$ cat src/rtl/fc_sched_pkg.sv
// Shared types and elaboration helpers for the fully-connected layer scheduler.
// Derived constants are computed from the instance parameters via these functions.
package fc_sched_pkg;

  typedef enum logic [2:0] {
    IDLE,
    CLEAR,
    ISSUE,
    DRAIN,
    WRITE,
    DONE
  } state_e;

  localparam int DEF_INNEURON  = 64;
  localparam int DEF_OUTNEURON = 10;
  localparam int DEF_PO        = 2;
  localparam int DEF_RD_LAT    = 1;
  localparam int DEF_MAC_LAT   = 3;

  function automatic int pairs_of(input int inneuron);
    return inneuron / 2;
  endfunction

  function automatic int groups_of(input int outneuron, input int po);
    return outneuron / po;
  endfunction

  function automatic int drain_of(input int rd_lat, input int mac_lat);
    return rd_lat + mac_lat;
  endfunction

  // Counter width able to hold 0..n-1, never narrower than one bit.
  function automatic int cnt_width(input int n);
    return (n <= 1) ? 1 : $clog2(n);
  endfunction

  function automatic bit fits(input int val, input int width);
    return (width >= 31) || (val < (1 << width));
  endfunction

endpackage

$ cat src/rtl/fc_issue_pipe.sv
// RD_LAT-deep delay line turning read issues into MAC enable / sload strobes,
// so the MAC lanes see each operand pair the cycle its RAM data arrives.
module fc_issue_pipe #(
  parameter int RD_LAT = 1
) (
  input  logic clock,
  input  logic reset,
  input  logic issue_valid,
  input  logic issue_first,
  output logic mult_ena,
  output logic accum_sload
);

  logic [RD_LAT-1:0] valid_q, valid_d;
  logic [RD_LAT-1:0] sload_q, sload_d;

  // NOTE: every variable driven here gets a default before any condition,
  // so no path can leave it unassigned and infer a latch.
  always_comb begin
    valid_d    = valid_q << 1;
    sload_d    = sload_q << 1;
    valid_d[0] = issue_valid;
    sload_d[0] = issue_valid & issue_first;
  end

  // NOTE: sequential state uses non-blocking assignment so every flop in the
  // design samples the same pre-edge values.
  always_ff @(posedge clock or negedge reset) begin
    if (!reset) begin
      valid_q <= '0;
      sload_q <= '0;
    end else begin
      valid_q <= valid_d;
      sload_q <= sload_d;
    end
  end

  assign mult_ena    = valid_q[RD_LAT-1];
  assign accum_sload = sload_q[RD_LAT-1];

endmodule

$ cat src/rtl/fc_layer_scheduler.sv
// Sequencer for one fully-connected layer pass: walks output groups, issues
// paired input/weight reads, drains the MAC pipeline and strobes the result write.
module fc_layer_scheduler
  import fc_sched_pkg::*;
#(
  parameter int INNEURON                = DEF_INNEURON,
  parameter int OUTNEURON               = DEF_OUTNEURON,
  parameter int PO                      = DEF_PO,
  parameter int RD_LAT                  = DEF_RD_LAT,
  parameter int MAC_LAT                 = DEF_MAC_LAT,
  parameter int FC_INNEURON_ADDR_WIDTH  = 6,
  parameter int FC_WEIGHT_ADDR_WIDTH    = 10,
  parameter int FC_OUTNEURON_ADDR_WIDTH = 4
) (
  input  logic                               clock,
  input  logic                               reset,
  input  logic                               start,
  input  logic                               stall,
  output logic                               busy,
  output logic                               done,
  output logic [FC_INNEURON_ADDR_WIDTH-1:0]  in_addra,
  output logic [FC_INNEURON_ADDR_WIDTH-1:0]  in_addrb,
  output logic                               in_rden,
  output logic [FC_WEIGHT_ADDR_WIDTH-1:0]    w_addra,
  output logic [FC_WEIGHT_ADDR_WIDTH-1:0]    w_addrb,
  output logic                               w_rden,
  output logic                               mult_ena,
  output logic                               accum_sload,
  output logic                               mult_clr,
  output logic                               wr_en,
  output logic [FC_OUTNEURON_ADDR_WIDTH-1:0] wr_addr
);

  localparam int PAIRS     = pairs_of(INNEURON);
  localparam int GROUPS    = groups_of(OUTNEURON, PO);
  localparam int DRAIN_CYC = drain_of(RD_LAT, MAC_LAT);
  localparam int PW        = cnt_width(PAIRS);
  localparam int GW        = cnt_width(GROUPS);
  localparam int DW        = cnt_width(DRAIN_CYC);
  localparam int IAW       = FC_INNEURON_ADDR_WIDTH;
  localparam int WAW       = FC_WEIGHT_ADDR_WIDTH;
  localparam int OAW       = FC_OUTNEURON_ADDR_WIDTH;

  if (INNEURON < 2 || (INNEURON % 2) != 0 || PO < 1 || (OUTNEURON % PO) != 0 ||
      OUTNEURON < PO || RD_LAT < 1 || MAC_LAT < 0 ||
      !fits(INNEURON - 1, IAW) || !fits(GROUPS * INNEURON - 1, WAW) ||
      !fits(GROUPS - 1, OAW)) begin : g_param_check
    $error("fc_layer_scheduler: parameter set does not fit the address ports");
  end

  state_e          state_q, state_d;
  logic [PW-1:0]   pair_q, pair_d;
  logic [GW-1:0]   group_q, group_d;
  logic [DW-1:0]   drain_q, drain_d;
  logic            busy_q, busy_d;
  logic            done_q, done_d;
  logic            clr_q, clr_d;
  logic            wr_en_q, wr_en_d;
  logic [OAW-1:0]  wr_addr_q, wr_addr_d;

  logic            in_issue;
  logic            issue;
  logic            last_pair;
  logic            last_group;
  logic [WAW-1:0]  w_even;

  assign in_issue   = (state_q == ISSUE);
  assign issue      = in_issue && !stall;
  assign last_pair  = (pair_q == PW'(PAIRS - 1));
  assign last_group = (group_q == GW'(GROUPS - 1));

  always_comb begin
    state_d = state_q;
    pair_d  = pair_q;
    group_d = group_q;
    drain_d = drain_q;
    case (state_q)
      IDLE:  if (start) state_d = CLEAR;
      CLEAR: begin
        pair_d  = '0;
        group_d = '0;
        state_d = ISSUE;
      end
      ISSUE: begin
        if (issue) begin
          if (last_pair) begin
            pair_d  = '0;
            drain_d = DW'(DRAIN_CYC - 1);
            state_d = DRAIN;
          end else begin
            pair_d = pair_q + PW'(1);
          end
        end
      end
      DRAIN: begin
        if (drain_q == '0) state_d = WRITE;
        else               drain_d = drain_q - DW'(1);
      end
      WRITE: begin
        // The first sload of the next group restarts accumulation, so no re-clear.
        if (last_group) begin
          state_d = DONE;
        end else begin
          group_d = group_q + GW'(1);
          state_d = ISSUE;
        end
      end
      DONE:    state_d = IDLE;
      default: state_d = IDLE;
    endcase

    busy_d    = (state_d != IDLE);
    done_d    = (state_d == DONE);
    clr_d     = (state_d == CLEAR);
    wr_en_d   = (state_d == WRITE);
    wr_addr_d = (state_d == WRITE) ? OAW'(group_d) : '0;
  end

  always_ff @(posedge clock or negedge reset) begin
    if (!reset) begin
      state_q   <= IDLE;
      pair_q    <= '0;
      group_q   <= '0;
      drain_q   <= '0;
      busy_q    <= 1'b0;
      done_q    <= 1'b0;
      clr_q     <= 1'b0;
      wr_en_q   <= 1'b0;
      wr_addr_q <= '0;
    end else begin
      state_q   <= state_d;
      pair_q    <= pair_d;
      group_q   <= group_d;
      drain_q   <= drain_d;
      busy_q    <= busy_d;
      done_q    <= done_d;
      clr_q     <= clr_d;
      wr_en_q   <= wr_en_d;
      wr_addr_q <= wr_addr_d;
    end
  end

  // Addresses follow the counters, so a stalled ISSUE cycle holds them.
  assign w_even   = WAW'(32'(group_q) * 32'(INNEURON) + 32'({pair_q, 1'b0}));
  assign in_addra = in_issue ? IAW'({pair_q, 1'b0}) : '0;
  assign in_addrb = in_issue ? IAW'({pair_q, 1'b1}) : '0;
  assign w_addra  = in_issue ? w_even : '0;
  assign w_addrb  = in_issue ? (w_even + WAW'(1)) : '0;
  assign in_rden  = issue;
  assign w_rden   = issue;

  assign busy     = busy_q;
  assign done     = done_q;
  assign mult_clr = clr_q;
  assign wr_en    = wr_en_q;
  assign wr_addr  = wr_addr_q;

  fc_issue_pipe #(
    .RD_LAT(RD_LAT)
  ) u_issue_pipe (
    .clock       (clock),
    .reset       (reset),
    .issue_valid (issue),
    .issue_first (pair_q == '0),
    .mult_ena    (mult_ena),
    .accum_sload (accum_sload)
  );

endmodule
$ cat config.mk
export PLATFORM = sky130hd
export DESIGN_NAME = fc_layer_scheduler
export DESIGN_NICKNAME = d
export VERILOG_FILES = /design/src/rtl/fc_sched_pkg.sv /design/src/rtl/fc_issue_pipe.sv /design/src/rtl/fc_layer_scheduler.sv
export SDC_FILE = /design/constraint.sdc
export NUM_CORES = 1
export LEC_CHECK = 0
export ABC_AREA = 1
export CAP_MARGIN = 15
export CORE_ASPECT_RATIO = 0.7
export CORE_UTILIZATION = 40
export DETAILED_ROUTE_END_ITERATION = 12
export PLACE_DENSITY = 0.82
export REMOVE_ABC_BUFFERS = 1
export SLEW_MARGIN = 20
export SYNTH_ARGS = -nofsm -noshare
export SYNTH_HDL_FRONTEND = slang
export SYNTH_SLANG_ARGS = --single-unit
$ cat constraint.sdc
create_clock -name clock -period 1.44 [get_ports clock]
set_clock_uncertainty 0.15 [all_clocks]
set_input_delay 0.144 -clock clock [delete_from_list [all_inputs] [get_ports clock]]
set_output_delay 0.144 -clock clock [all_outputs]
set_load 0.05 [all_outputs]
==> out/notes.md <==
## Power and ir drop
- switching power of the nets: 0.002307 W
- Power Sequential: 0.000906 W
- share of total power in the clock network: 9.6%
- total combinational power: 0.00341 W
- reported leakage power: 1.219 nW
- overall power of the completed layout: 0.004771 W
- Cell Pwr Density: 1917 nW/um^2
- Seq pwr share: 19.0%
- net switching fraction of the power: 48.36%

## Layout
- register containing the most flip-flops in the final layout: pair_q
- Non-Filler Instances: 251
- most common logic cells in the final layout: sky130_fd_sc_hd__buf_12, sky130_fd_sc_hd__buf_4, sky130_fd_sc_hd__dfrtp_1, sky130_fd_sc_hd__inv_1, sky130_fd_sc_hd__nand2_1
- max reg flops: 5
- number of non-clock inverters in the layout: 28
- buffer count excluding the clock tree in the final layout: 72
- share of layout cells above drive strength 1: 57.67%

## Synth
- most popular library cell in the synthesized design by count: sky130_fd_sc_hd__buf_4
- Chip Area, Yosys: 1311 um^2
- Post-Syn Instances: 160
- top cells by area in the synthesized netlist: sky130_fd_sc_hd__dfrtp_1, sky130_fd_sc_hd__buf_4, sky130_fd_sc_hd__inv_1
- number of distinct library cells after synthesis: 20
- number of cells in the yosys synthesis report: 160
- combinational family with the most area after synthesis: simple AND/OR/NAND/NOR gates
- number of synthesized register bits: 22
- parity-gate share of the synthesized area counting xor and xnor cells: 1.336%
- Post-Syn Area per Cell: 8.195 um^2

## Detailed routing
- Residual DRC: 0
- uppermost signal routing layer after detailed routing: met4
- total met3 wirelength after detailed routing: 446 um

## Global routing
- Total GRT Usage: 23.45%
- antenna violations before repair: 0

## Status
- run status: finished, violations left
- failing checks: setup timing

## Critical path
- critical setup path kind: flip-flop to output port
- Max stage delay on crit path: 0.40 ns
- CP Data Arrival Time: 1.51 ns
- kind of end point of the critical path: output port
- library cell contributing the largest single delay on the critical path: sky130_fd_sc_hd__dfrtp_1

## STA
- final worst hold slack: 0.07825 ns
- Final Worst Setup Slack: -0.3617 ns
- setup violators final: 47
- summed negative setup slack over all endpoints: -11.41 ns
- final tally of max-slew violations: 0

## Floorplan
- core utilization at floorplan: 44.56%
- die x size: 70.43 um

## Worst hold path
- Worst Hold Class: input pin to asynchronous set/reset pin

## Place
- post-place instance area: 2180 um^2

## Clock tree
- Root Driver: sky130_fd_sc_hd__clkbuf_8
- quantity of hold-fixing buffers added after cts: 0
- clock tree from TritonCTS: built

==> path summary, 6_finish.rpt <==
| kind | start | end | slack, ns |
|---|---|---|---|
| worst max-delay path | state_q[1] | in_addra[3] | -0.36 |
| worst min-delay path | reset | wr_addr[2] | 0.08 |
| worst max register to register | state_q[1] | busy | -0.21 |
| worst min register to register | drain_q[0] | drain_q[0] | 0.34 |
| max in group asynchronous | reset | state_q[0] | 0.82 |
| min in group clock | start | mult_clr | 0.31 |
==> timing repair <==
action | in CTS | in global routing
cloned | 1 | 0
endpoints found under the setup margin | 38 | 47
pin swaps | 6 | 8
gates resized | 27 | 34
buffers inserted | 3 | 3
==> worst max-delay path, delay by kind of cell (launching register included) <==
kind | cells | cell delay, ns
AND/OR/NAND/NOR | 3 | 0.41
buffers and inverters | 3 | 0.42
flip-flops | 1 | 0.40
### Metal 1

Scale: 6 px per um. Supply wires on this layer in gray.
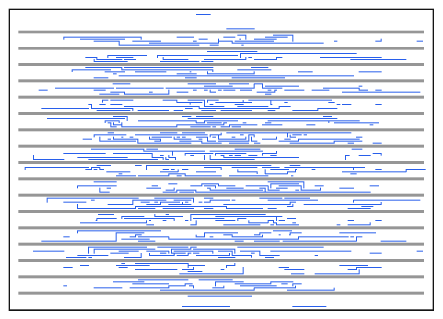
main direction: horizontal
share of all routed wire: 42%
longest straight run: 39.1 um
total number of vias: 1338
met1 Track Usage GR: 29.67%
routed wire length: 4.784 mm

### Signal wires on met2

Scale: 4 px per um.
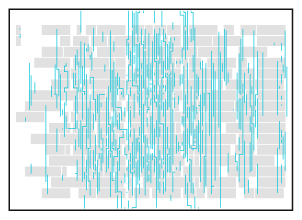
longest straight run: 38.8 um
nets with wire on the layer: 210
wire length on this layer: 2190 um
share of all routed wire: 46%
GRT met2 Usage: 36.35%

### Signal wires on met3

Scale: 6 px per um.
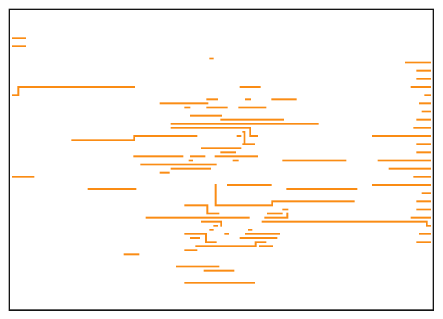
wire length on this layer: 447 um
nets with wire on the layer: 64
longest straight run: 27.4 um
main direction: horizontal
met3 layer usage reported by global route: 8.998%

### Signal wires on met4

Scale: 6 px per um. Supply wires on this layer in gray.
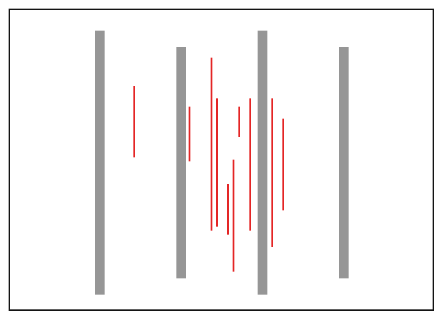
wire length on this layer: 163 um
nets with wire on the layer: 10

Power figures rest on the tool's default switching activity, not on a simulated workload.
